### Supply network

Drawn at 2 px/um. Pins as bars on the die edge.
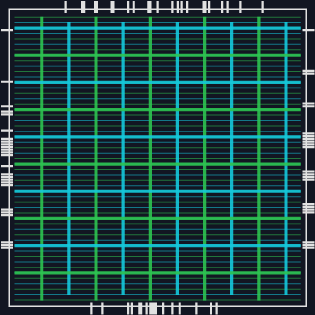
### Cells coloured by class

Drawn at 2 px/um. Fill, decap, tap and diode cells in grey.
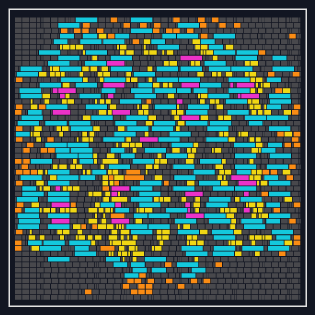
### Routed clock nets over the placement

Drawn at 4 px/um.
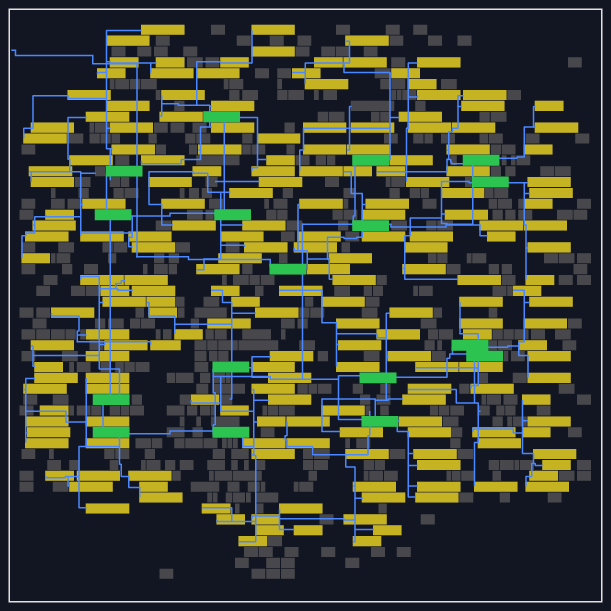
### Wiring by layer

Drawn at 2 px/um. Only two layers are drawn.
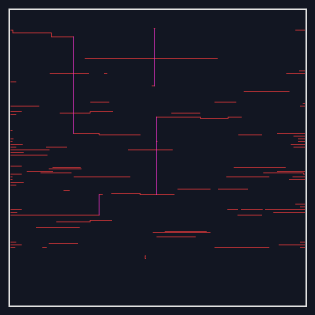
### Cell placement

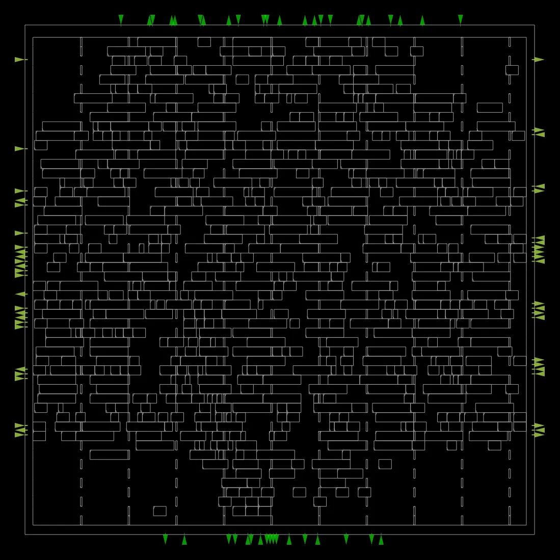
==> config.mk <==
export PLATFORM = sky130hd
export DESIGN_NAME = cp2_fdata_outq
export DESIGN_NICKNAME = d
export VERILOG_FILES = /design/src/rtl/cp2_fdata_outq.sv
export SDC_FILE = /design/constraint.sdc
export NUM_CORES = 1
export LEC_CHECK = 0
export CAP_MARGIN = 20
export CORE_MARGIN = 2
export CORE_UTILIZATION = 40
export DETAILED_ROUTE_END_ITERATION = 10
export PLACE_DENSITY_LB_ADDON = 0.2
export SYNTH_ARGS = -nofsm -noshare
export SYNTH_HDL_FRONTEND = slang
export SYNTH_SLANG_ARGS = --single-unit
==> constraint.sdc <==
create_clock -name clk_ -period 9.2 [get_ports clk_]
set_input_delay 2.76 -clock clk_ [delete_from_list [all_inputs] [get_ports clk_]]
set_output_delay 2.76 -clock clk_ [all_outputs]
set_load 0.02 [all_outputs]
==> impl_metrics.ini <==
; yosys + openroad results
[run_status]
status = finished clean

[floorplan]
dieArea_um2 = 21830
die_x_um = 147.7

[worst_hold_path]
hold_path.class = reg -> reg

[grt]
grt_use_total = 0.1785
grt-ovfl-total = 0

[clock_tree]
h-tree-depth = 4
cts_buffer_depth = 2

[synthesis]
ys_cells = 563
synth_nets = 613
ys.flops = 200
synthCells = 563
ff_type = edfxtp_1
syn_area_um2 = 8264
synth.distinct_cells = 33

[critical_path]
rr_worst_depth = 13
startpoint_type = input pin
r2r_slack_ps = 5200
critPathKind = in -> reg

[drt]
final_antenna_net_count = 0
dr.pass1.iters = 4
drt_first_iter_violations = 281

[timing]
finalCriticalPeriod_ps = 6426
skew_ps = 9.671
slew_headroom = 0.3218
grt_setup_unrepaired = no

[power_and_ir_drop]
static-leakage-power_nw = 3.082
p_switching_mw = 0.4316
comb_power_share = 0.090
p_sw_frac = 0.2263

[placement]
place.gp.congestion = 0.7583
io_buffers = 86
-- 'Supply network' (at the start) --
green -> VSS
cyan -> VDD
met5 straps = 10
met4 straps = 10
rows = 52
met1 rails = 53
signal pins = 87
Max IR drop VDD: 0.1267 mV
die height: 147.7 um
Core Area: 20230 um2

-- 'Cells coloured by class' (at the start) --
orange -> remaining buffers and delay cells  # cells 97
yellow -> combinational and other logic  # cells 319
magenta -> clock drivers and dummy loads  # cells 32
cyan -> sequential cells  # cells 200
sequential share of cell area: 0.5516
Post-Route Utilization: 0.4952
# rows: 52
post-route cell area: 10020 um2

-- 'Routed clock nets over the placement' (at the start) --
yellow -> flip-flops  # count 200
blue -> clock wires  # length 2190 um
green -> clock drivers  # count 17
routed clock nets = 18
clock network power: 0.729 mW
clk_lat worst skew: 430 ps

-- 'Wiring by layer' (at the start) --
red -> metal 3  # wire length 1050 um
magenta -> metal 4  # wire length 126 um
wire per inst: 20.80 um
total number of vias: 4948
Final Routed Wirelength: 19090 um

-- 'Cell placement' (at the start) --
tap cells: 270
fin cells: 918
flop count: 200
layout filler cell count: 1705

worst max-delay path, stage by stage:
cell             delay, ps
clkdlybuf4s50_1        500
and2_1                 390
o22ai_2                200
ha_1                   300
inv_1                   50
ha_1                   130
inv_1                   50
fa_1                   360
xor2_1                 160
xnor2_1                170
a21oi_4                720
buf_4                  590
o211ai_1               170
mux2i_1                180
cells in the mapped netlist (all sizes together), types with 2 or more instances:
library cell	count	area [um2]
nand2	38	142.6
inv	6	22.52
clkbuf	27	101.4
edfxtp	152	4564
and2	5	31.28
xnor2	4	35.03
buf	17	106.4
o211ai	38	285.3
ha	6	75.07
or2	2	12.51
nand2b	3	18.77
a21oi	2	13.76
dfxtp	48	960.9
mux2i	79	807.0
nor2	10	37.54
nor2b	4	25.02
o22ai	39	250.2
mux2	38	427.9
a22oi	38	285.3
kinds of logic (layout without fill, tap and decap cells):
group / after synthesis / after routing / share of synthesized area
flops: 200 / 200 / 0.6686
buf+inv: 50 / 135 / 0.02786
mux: 117 / 117 / 0.1494
compound gates: 119 / 119 / 0.1025
fa+ha+maj: 7 / 7 / 0.01151
xor+xnor: 5 / 5 / 0.005299
simple gates: 65 / 65 / 0.03482
cell type report:
cell class                      count  area [um2]
Tap cell                          270       337.8
Clock buffer                       18       429.2
Sequential cell                   200        5527
Clock inverter                     14       151.4
Timing Repair Buffer               97        1001
Multi-Input combinational cell    313        2551
Fill cell                        1705       10210
Inverter                            6       22.52
power by group through the flow:
| stage | sequential (mW) | combinational (mW) | clock, mW |
|---|---|---|---|
| 6_report | 1.01 | 0.171 | 0.729 |
| 5_1_grt | 1.01 | 0.185 | 0.782 |
| 4_1_cts | 1.01 | 0.173 | 0.748 |
| 3_5_place_dp | 1.03 | 0.172 | 0 |
| 3_3_place_gp | 1.03 | 0.168 | 0 |
| 2_1_floorplan | 1.04 | 0.0767 | 0 |
layer usage:
| layer | vias up | share of wire | wire length [um] | track usage |
|---|---|---|---|---|
| met5 | - | 0 | 0 | 0 |
| met4 | 0 | 0.0065 | 125 | 0.05385 |
| met3 | 9 | 0.055 | 1045 | 0.03457 |
| met2 | 130 | 0.51 | 9676 | 0.3065 |
| met1 | 2486 | 0.43 | 8244 | 0.2298 |
| li1 | 2323 | - | - | - |
metrics by stage:
stage / hold WS, ps / instances / area (um2) / setup slack [ps] / power, mW
6_report: 463.3 / 918 / 10020 / 2774 / 1.908
5_1_grt: 499.5 / 918 / 10020 / 2407 / 1.976
4_1_cts: 465.9 / 914 / 9932 / 2735 / 1.929
3_5_place_dp: 455.4 / 882 / 9351 / 2297 / 1.199
3_3_place_gp: 454.3 / 882 / 9351 / 2384 / 1.195
2_1_floorplan: 522.2 / 563 / 8264 / 3881 / 1.119
No activity file was given, so power comes from the tool's default toggle rates.
